run_1/util_map.png
Scale: 3 px per um. 13 x 13 tiles, from white (low) to dark blue (high), 0 to 100% covered.
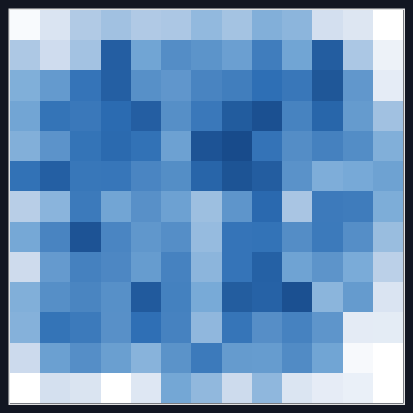
run_1/clock_wires.png
Scale: 3 px per um.
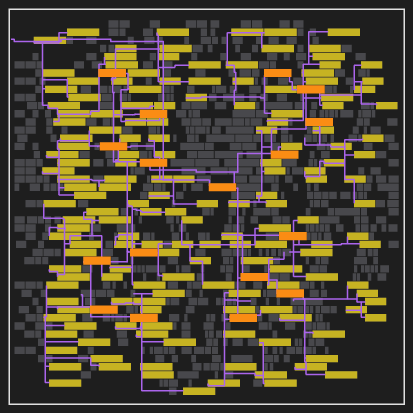
run_1/m1.png
Scale: 2 px per um. Supply wires on this layer in grey.
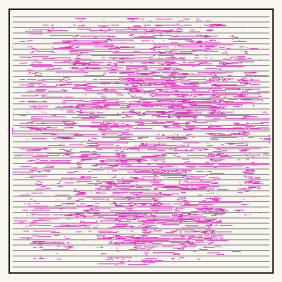
==> src/rtl/ws_pkg.sv <==
`default_nettype none
// ============================================================================
//  Module      : ws_pkg
//  Description : Shared types and constants for the UDP result arbiters.
//                Holds the frame-arbiter FSM encoding, the payload byte
//                offsets and a saturating 16-bit increment helper.
//  Ports       : none (package)
//  Revision    : 1.0  initial release
// ============================================================================
package ws_pkg;

   typedef enum logic [2:0] {
      ST_IDLE      = 3'd0,
      ST_START     = 3'd1,
      ST_WAIT_BUSY = 3'd2,
      ST_WAIT_DONE = 3'd3,
      ST_GAP       = 3'd4
   } state_t;

   // Payload byte offsets inside a result frame
   localparam int OFS_ID   = 0;
   localparam int OFS_SEQ  = 1;
   localparam int OFS_DATA = 2;
   localparam int OFS_DROP = 6;

   localparam logic [15:0] c_DROP_MAX = 16'hFFFF;

   // Unsigned increment that sticks at all-ones
   function automatic logic [15:0] sat_inc16(input logic [15:0] v);
      return (v == c_DROP_MAX) ? v : v + 16'd1;
   endfunction

endpackage
`default_nettype wire

==> src/rtl/udp_frame_arbiter_if.sv <==
`default_nettype none
// ============================================================================
//  Module      : udp_frame_arbiter_if
//  Description : Bus bundle between the requesters / udp_send core and the
//                frame arbiter.
//  Signals     : req, req_data      - requester strobes and 32-bit results
//                snd_start          - start pulse to udp_send
//                snd_addr           - payload byte address from udp_send
//                snd_payload        - payload byte for snd_addr
//                snd_rdy            - udp_send idle flag
//                busy, frame_cnt    - arbiter status
//  Modports    : master - requesters and udp_send side
//                slave  - arbiter side
//  Revision    : 1.0  initial release
// ============================================================================
interface udp_frame_arbiter_if #(
   parameter int NREQ = 2,
   parameter int NSZ  = 7
);
   logic [NREQ-1:0]    req;
   logic [32*NREQ-1:0] req_data;
   logic               snd_start;
   logic [NSZ-1:0]     snd_addr;
   logic [7:0]         snd_payload;
   logic               snd_rdy;
   logic               busy;
   logic [7:0]         frame_cnt;

   modport master (
      output req, req_data, snd_addr, snd_rdy,
      input  snd_start, snd_payload, busy, frame_cnt
   );

   modport slave (
      input  req, req_data, snd_addr, snd_rdy,
      output snd_start, snd_payload, busy, frame_cnt
   );
endinterface
`default_nettype wire

==> src/rtl/ws_rr_pick.sv <==
`default_nettype none
// ============================================================================
//  Module      : ws_rr_pick
//  Description : Combinational round-robin picker. Returns the first set
//                bit of pending strictly after ptr, wrapping modulo N.
//  Ports       : pending [N]  - request vector
//                ptr     [IW] - index granted last time
//                valid        - at least one pending bit set
//                idx     [IW] - granted index (0 when !valid)
//  Revision    : 1.0  initial release
// ============================================================================
module ws_rr_pick #(
   parameter int N  = 2,
   parameter int IW = (N > 1) ? $clog2(N) : 1
) (
   input  logic [N-1:0]  pending,
   input  logic [IW-1:0] ptr,
   output logic          valid,
   output logic [IW-1:0] idx
);

   int          w_pos;
   logic [IW-1:0] w_cand;

   // Scan from the farthest candidate to the nearest one so that the last
   // hit written is the closest index after ptr.
   always_comb begin
      valid  = 1'b0;
      idx    = '0;
      w_pos  = 0;
      w_cand = '0;
      for (int k = N; k >= 1; k--) begin
         w_pos = int'(ptr) + k;
         if (w_pos >= N) begin
            w_pos = w_pos - N;
         end
         w_cand = IW'(w_pos);
         if (pending[w_cand]) begin
            valid = 1'b1;
            idx   = w_cand;
         end
      end
   end

endmodule
`default_nettype wire

==> src/rtl/udp_frame_arbiter.sv <==
`default_nettype none
// ============================================================================
//  Module      : udp_frame_arbiter
//  Description : Shares one udp_send transmit path between NREQ result
//                requesters. Latches each posted result, grants one pending
//                requester round-robin, snapshots it into a frame register,
//                pulses snd_start and serves the payload bytes by address.
//                Enforces an idle gap after each frame and counts results
//                overwritten before they were sent.
//  Ports       : clk, rst          - clock, synchronous active-high reset
//                bus (slave)       - requester strobes/data, udp_send
//                                    handshake, payload and status
//  Revision    : 1.0  initial release
// ============================================================================
module udp_frame_arbiter
   import ws_pkg::*;
#(
   parameter int NREQ = 2,
   parameter int NSZ  = 7,
   parameter int P_SZ = 18,
   parameter int GAP  = 64
) (
   input  logic              clk,
   input  logic              rst,
   udp_frame_arbiter_if.slave bus
);

   localparam int c_IW       = (NREQ > 1) ? $clog2(NREQ) : 1;
   localparam int c_GW       = (GAP > 1) ? $clog2(GAP) : 1;
   localparam int c_GAP_LAST = (GAP > 0) ? GAP - 1 : 0;

   state_t            r_state;
   state_t            w_state_nxt;
   logic              w_snd_start;
   logic              w_busy;

   logic [NREQ-1:0]   r_pending;
   logic [31:0]       r_slot [NREQ];
   logic [15:0]       r_drop [NREQ];
   logic [c_IW-1:0]   r_ptr;

   logic              w_pick_valid;
   logic [c_IW-1:0]   w_pick_idx;
   logic              w_grant;
   logic [NREQ-1:0]   w_gnt_vec;

   logic [c_IW-1:0]   r_frm_id;
   logic [31:0]       r_frm_data;
   logic [15:0]       r_frm_drop;
   logic [7:0]        r_frame_cnt;
   logic [c_GW-1:0]   r_gap_cnt;

   logic [31:0]       w_addr;
   logic [7:0]        w_payload;

   ws_rr_pick #(
      .N  (NREQ),
      .IW (c_IW)
   ) u_pick (
      .pending (r_pending),
      .ptr     (r_ptr),
      .valid   (w_pick_valid),
      .idx     (w_pick_idx)
   );

   assign w_grant = (r_state == ST_IDLE) && w_pick_valid;

   always_comb begin
      w_gnt_vec = '0;
      if (w_grant) begin
         w_gnt_vec[w_pick_idx] = 1'b1;
      end
   end

   // ------------------------------------------------------------------
   // FSM
   // ------------------------------------------------------------------
   always_ff @(posedge clk) begin
      if (rst) begin
         r_state <= ST_IDLE;
      end else begin
         r_state <= w_state_nxt;
      end
   end

   always_comb begin
      w_state_nxt = r_state;
      w_snd_start = 1'b0;
      w_busy      = 1'b1;
      case (r_state)
         ST_IDLE: begin
            w_busy = 1'b0;
            if (w_pick_valid) begin
               w_state_nxt = ST_START;
            end
         end
         ST_START: begin
            w_snd_start = 1'b1;
            w_state_nxt = ST_WAIT_BUSY;
         end
         ST_WAIT_BUSY: begin
            if (!bus.snd_rdy) begin
               w_state_nxt = ST_WAIT_DONE;
            end
         end
         ST_WAIT_DONE: begin
            if (bus.snd_rdy) begin
               w_state_nxt = (GAP > 0) ? ST_GAP : ST_IDLE;
            end
         end
         ST_GAP: begin
            if (r_gap_cnt == c_GW'(c_GAP_LAST)) begin
               w_state_nxt = ST_IDLE;
            end
         end
         default: begin
            w_state_nxt = ST_IDLE;
         end
      endcase
   end

   // ------------------------------------------------------------------
   // Capture, grant snapshot and counters
   // ------------------------------------------------------------------
   always_ff @(posedge clk) begin
      if (rst) begin
         r_pending   <= '0;
         r_ptr       <= c_IW'(NREQ - 1);
         r_frm_id    <= '0;
         r_frm_data  <= '0;
         r_frm_drop  <= '0;
         r_frame_cnt <= '0;
         r_gap_cnt   <= '0;
         for (int i = 0; i < NREQ; i++) begin
            r_slot[i] <= '0;
            r_drop[i] <= '0;
         end
      end else begin
         for (int i = 0; i < NREQ; i++) begin
            if (w_gnt_vec[i]) begin
               r_pending[i] <= 1'b0;
               r_drop[i]    <= '0;
            end
            // A strobe in the grant cycle re-arms the slot; the frame keeps
            // the value read before this edge, so it is not a drop.
            if (bus.req[i]) begin
               r_slot[i]    <= bus.req_data[32*i +: 32];
               r_pending[i] <= 1'b1;
               if (r_pending[i] && !w_gnt_vec[i]) begin
                  r_drop[i] <= sat_inc16(r_drop[i]);
               end
            end
         end

         if (w_grant) begin
            r_frm_id    <= w_pick_idx;
            r_frm_data  <= r_slot[w_pick_idx];
            r_frm_drop  <= r_drop[w_pick_idx];
            r_ptr       <= w_pick_idx;
            r_frame_cnt <= r_frame_cnt + 8'd1;
         end

         if (r_state == ST_GAP) begin
            r_gap_cnt <= r_gap_cnt + c_GW'(1);
         end else begin
            r_gap_cnt <= '0;
         end
      end
   end

   // ------------------------------------------------------------------
   // Payload byte server
   // ------------------------------------------------------------------
   assign w_addr = 32'(bus.snd_addr);

   always_comb begin
      w_payload = 8'h00;
      if (w_addr < 32'(P_SZ)) begin
         case (w_addr)
            32'(OFS_ID):       w_payload = 8'(r_frm_id);
            32'(OFS_SEQ):      w_payload = r_frame_cnt;
            32'(OFS_DATA):     w_payload = r_frm_data[7:0];
            32'(OFS_DATA + 1): w_payload = r_frm_data[15:8];
            32'(OFS_DATA + 2): w_payload = r_frm_data[23:16];
            32'(OFS_DATA + 3): w_payload = r_frm_data[31:24];
            32'(OFS_DROP):     w_payload = r_frm_drop[7:0];
            32'(OFS_DROP + 1): w_payload = r_frm_drop[15:8];
            default:           w_payload = 8'h00;
         endcase
      end
   end

   assign bus.snd_payload = w_payload;
   assign bus.snd_start   = w_snd_start;
   assign bus.busy        = w_busy;
   assign bus.frame_cnt   = r_frame_cnt;

endmodule
`default_nettype wire

==> src/flat_wrapper.sv <==
// flat-port wrapper written by rule: the top's interface ports become plain ports
module udp_frame_arbiter_flat import ws_pkg::*;
#(
   parameter int NREQ = 2,
   parameter int NSZ  = 7,
   parameter int P_SZ = 18,
   parameter int GAP  = 64
)
  (clk, rst, bus_req, bus_req_data, bus_snd_addr, bus_snd_rdy, bus_snd_start, bus_snd_payload, bus_busy, bus_frame_cnt);
  udp_frame_arbiter_if #(.NREQ(NREQ), .NSZ(NSZ)) bus_i ();
  input  logic clk;
  input  logic rst;
  input wire logic [$bits(bus_i.req)-1:0] bus_req;
  input wire logic [$bits(bus_i.req_data)-1:0] bus_req_data;
  input wire logic [$bits(bus_i.snd_addr)-1:0] bus_snd_addr;
  input wire logic [$bits(bus_i.snd_rdy)-1:0] bus_snd_rdy;
  output wire logic [$bits(bus_i.snd_start)-1:0] bus_snd_start;
  output wire logic [$bits(bus_i.snd_payload)-1:0] bus_snd_payload;
  output wire logic [$bits(bus_i.busy)-1:0] bus_busy;
  output wire logic [$bits(bus_i.frame_cnt)-1:0] bus_frame_cnt;
  assign bus_i.req = bus_req;
  assign bus_i.req_data = bus_req_data;
  assign bus_i.snd_addr = bus_snd_addr;
  assign bus_i.snd_rdy = bus_snd_rdy;
  assign bus_snd_start = bus_i.snd_start;
  assign bus_snd_payload = bus_i.snd_payload;
  assign bus_busy = bus_i.busy;
  assign bus_frame_cnt = bus_i.frame_cnt;
  udp_frame_arbiter #(.NREQ(NREQ), .NSZ(NSZ), .P_SZ(P_SZ), .GAP(GAP)) u_core (.clk(clk), .rst(rst), .bus(bus_i));
endmodule
==> config.mk <==
export PLATFORM = sky130hd
export DESIGN_NAME = udp_frame_arbiter_flat
export DESIGN_NICKNAME = d
export VERILOG_FILES = /design/src/rtl/ws_pkg.sv /design/src/rtl/udp_frame_arbiter_if.sv /design/src/rtl/ws_rr_pick.sv /design/src/rtl/udp_frame_arbiter.sv /design/src/flat_wrapper.sv
export SDC_FILE = /design/constraint.sdc
export NUM_CORES = 1
export LEC_CHECK = 0
export CAP_MARGIN = 25
export CORE_UTILIZATION = 45
export DETAILED_ROUTE_END_ITERATION = 6
export GPL_ROUTABILITY_DRIVEN = 0
export PLACE_DENSITY_LB_ADDON = 0.08
export SETUP_SLACK_MARGIN = 0.5
export SYNTH_ARGS = -nofsm -noshare
export SYNTH_HDL_FRONTEND = slang
export SYNTH_HIERARCHICAL = 1
export SYNTH_SLANG_ARGS = --single-unit
export TNS_END_PERCENT = 30
==> constraint.sdc <==
create_clock -name clk -period 3.6 [get_ports clk]
set_input_delay 0.9 -clock clk [delete_from_list [all_inputs] [get_ports clk]]
set_output_delay 0.9 -clock clk [all_outputs]
set_load 0.01 [all_outputs]
==> run_results.csv, run 1 <==
group,metric,value,unit
status,status,"complete, no violations",
worst_hold_path,min-delay-start,"u_core/r_gap_cnt[0]",
power_and_ir_drop,p_comb,0.677,mW
power_and_ir_drop,combPwrFrac,14.3,%
clocking,clk_pin_slew,0.06,ns
setup_path,cp_slowest_stage_delay,0.53,ns
layout,seq_area,4264,sq um
setup_path,crit_path_max_fanout,8,
floorplanning,die-height,131.2,um
placed_design,portBuffers,93,
sta,final.min_clock_period,3.061,ns
power_and_ir_drop,internal_power,3.528,mW
synth,yosys.area_share.adder,0.6667,%
setup_path,cp_cell_sequence,"dlygate4sd2_1, buf_12, mux4_2, nor2b_4, nor3_4, buf_2",
clocking,cts_resized,75,
worst_hold_path,hold-path-cell-count,1,
setup_path,r2r_start,"u_core/r_pending[0]",
synth,netlist.area_leader.share,38.40,%
floorplanning,dieArea,17200,sq um
setup_path,crit_start,"bus_snd_addr[2]",
-- util_map.png (at the start) --
emptiest ninth of the die = south-east
nearly empty tiles = 3.0%
tiles over 75% full = 14%
mean over tiles = 54%
fullest tile = 89%
total core area: 16060 sq um
Core Util, Final: 59.09%
Core Density at Floorplan: 46.75%

-- clock_wires.png (at the start) --
yellow -> flip-flops  # count 165
orange -> clock-net drivers  # count 17
purple -> clock wires  # length 1860 um
routed clock nets = 18
Clk power: 1.70 mW
clock power share: 36.0%
clk_lat worst skew: 0.42 ns
clk_skew: 0.01164 ns

-- m1.png (at the start) --
nets with wire on the layer = 763
main direction = horizontal
longest straight run = 39.6 um
wire length on this layer = 7650 um
routed wire length: 16820 um
via count: 5231
GRT met1 Usage: 26.25%

run 1: placed cells by master (no fill, tap or decap), types with 5 or more instances in the layout:
cell | synthesis | routed
nand2_1 | 18 | 18
clkdlybuf4s50_1 | 0 | 77
xnor2_1 | 16 | 16
and2_1 | 66 | 66
edfxtp_1 | 96 | 96
inv_1 | 8 | 8
nor3_1 | 12 | 7
nor2_1 | 101 | 99
or3_1 | 7 | 7
nand3_1 | 16 | 16
nand4_1 | 13 | 13
a211oi_1 | 48 | 48
mux2i_1 | 53 | 52
buf_2 | 12 | 8
buf_4 | 1 | 13
mux2_2 | 7 | 5
a21oi_1 | 17 | 15
xor2_1 | 16 | 16
dfxtp_1 | 69 | 69
clkbuf_16 | 0 | 17
mux4_2 | 7 | 7
o21ai_0 | 8 | 6
## Run 2: what changed since run 1
--- a/config.mk
+++ b/config.mk
@@ -5,7 +5,8 @@
 export SDC_FILE = /design/constraint.sdc
 export NUM_CORES = 1
 export LEC_CHECK = 0
-export CAP_MARGIN = 25
+export CAP_MARGIN = 15
+export CORE_MARGIN = 2
 export CORE_UTILIZATION = 45
 export DETAILED_ROUTE_END_ITERATION = 6
 export GPL_ROUTABILITY_DRIVEN = 0
==> constraint.sdc (replaced) <==
create_clock -name clk -period 3.3 [get_ports clk]
set_input_delay 0.825 -clock clk [delete_from_list [all_inputs] [get_ports clk]]
set_output_delay 0.825 -clock clk [all_outputs]
set_load 0.01 [all_outputs]
==> run_results.csv, run 2 <==
group,metric,value,unit
power_and_ir_drop,combPwrFrac,14.2,%
drt,drcViolationCount,0,
drt,dr_total_vias,5162,
synth,netlist.area_leader.share,38.40,%
setup_path,cp_slowest_stage_delay,0.54,ns
clocking,root_buffer,"clkbuf_16",
power_and_ir_drop,worst_ir_drop_vdd,422.9,uV
drt,top_layer,"met4",
setup_path,r2r_start,"u_core/r_pending[0]",
setup_path,cp_top_family,"simple AND/OR/NAND/NOR gates",
layout,seq_area,4264,sq um
placed_design,place_area,8697,sq um
drt,drt-met1-wl,7738,um
floorplanning,core_area,16470,sq um
floorplanning,fp_util,45.59,%
floorplanning,die-height,133.2,um
power_and_ir_drop,p_comb,0.763,mW
layout,final_util,58.80,%
clocking,clk_latency,0.42,ns
power_and_ir_drop,internal_power,4.021,mW
layout,lay_top_count,"nor2_1",
flow_run,drv_cap,0,
setup_path,crit_start,"bus_snd_addr[6]",
layout,final_cell_mix,"nor2_1, edfxtp_1, clkdlybuf4s50_1",
worst_hold_path,hold-path-cell-count,1,
setup_path,crit_path_max_fanout,8,
sta,final.min_clock_period,2.785,ns
worst_hold_path,min-delay-start,"u_core/r_gap_cnt[0]",
sta,rsz0062_at_grt,"true",
clocking,htree_levels,4,
clocking,clk_pin_slew,0.06,ns
placed_design,portBuffers,93,
layout,num-clock-buffers,22,
drt,drtIter0Drc,325,
floorplanning,dieArea,17730,sq um
setup_path,cp_cell_sequence,"buf_2, or4_4, buf_12, nor3_4, buf_2",
power_and_ir_drop,pwr-share-clk,38.1,%
status,status,"complete, no violations",
floorplanning,rows,47,
[run 2: cell counts after synthesis]
No cell type changed its count.
[run 2: kinds of logic after synthesis]
group / Yosys count / share of synthesized area [%]
AND/OR/NAND/NOR: 263 / 17.85
flip-flops: 165 / 56.80
AND-OR/OR-AND: 84 / 7.684
multiplexers: 67 / 10.22
buffers and inverters: 52 / 3.050
XOR/XNOR: 32 / 3.733
adder cells (fa/ha/maj): 4 / 0.6667
[run 2: timing repair]
action | CTS | global route
pin swaps | 11 | 4
setup buffers | 1 | 0
endpoints found under the setup margin | 8 | 8
resized | 99 | 10
cloned | 4 | 0
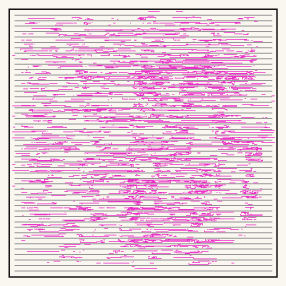
run_2/m1.png
Scale: 2 px per um. Supply wires on this layer in grey.
nets with wire on the layer = 767
wire length on this layer = 7740 um
share of all routed wire = 47%
longest straight run = 58.4 um
GRT met1 Usage: 26.59%
routed wire length: 16350 um

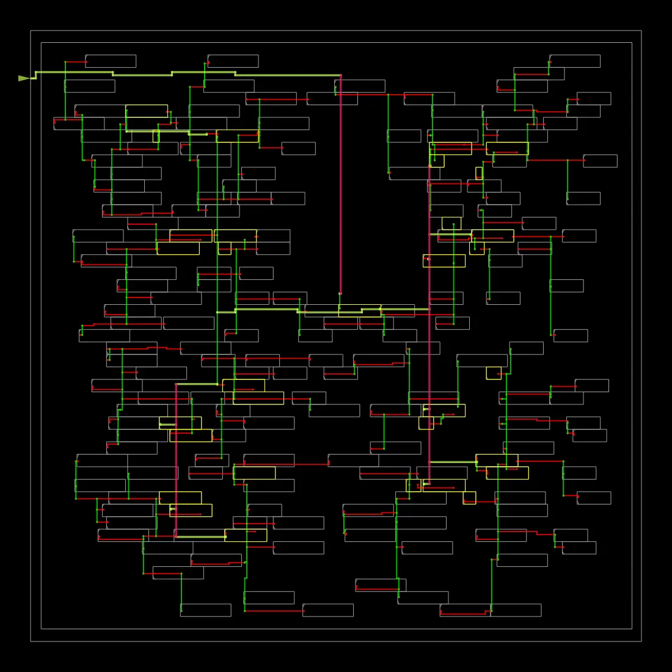
run_2/clock_nets.png
FF+latch count: 165
TritonCTS Sinks: 165
Clk power: 2.05 mW

Power figures rest on the tool's default switching activity, not on a simulated workload.
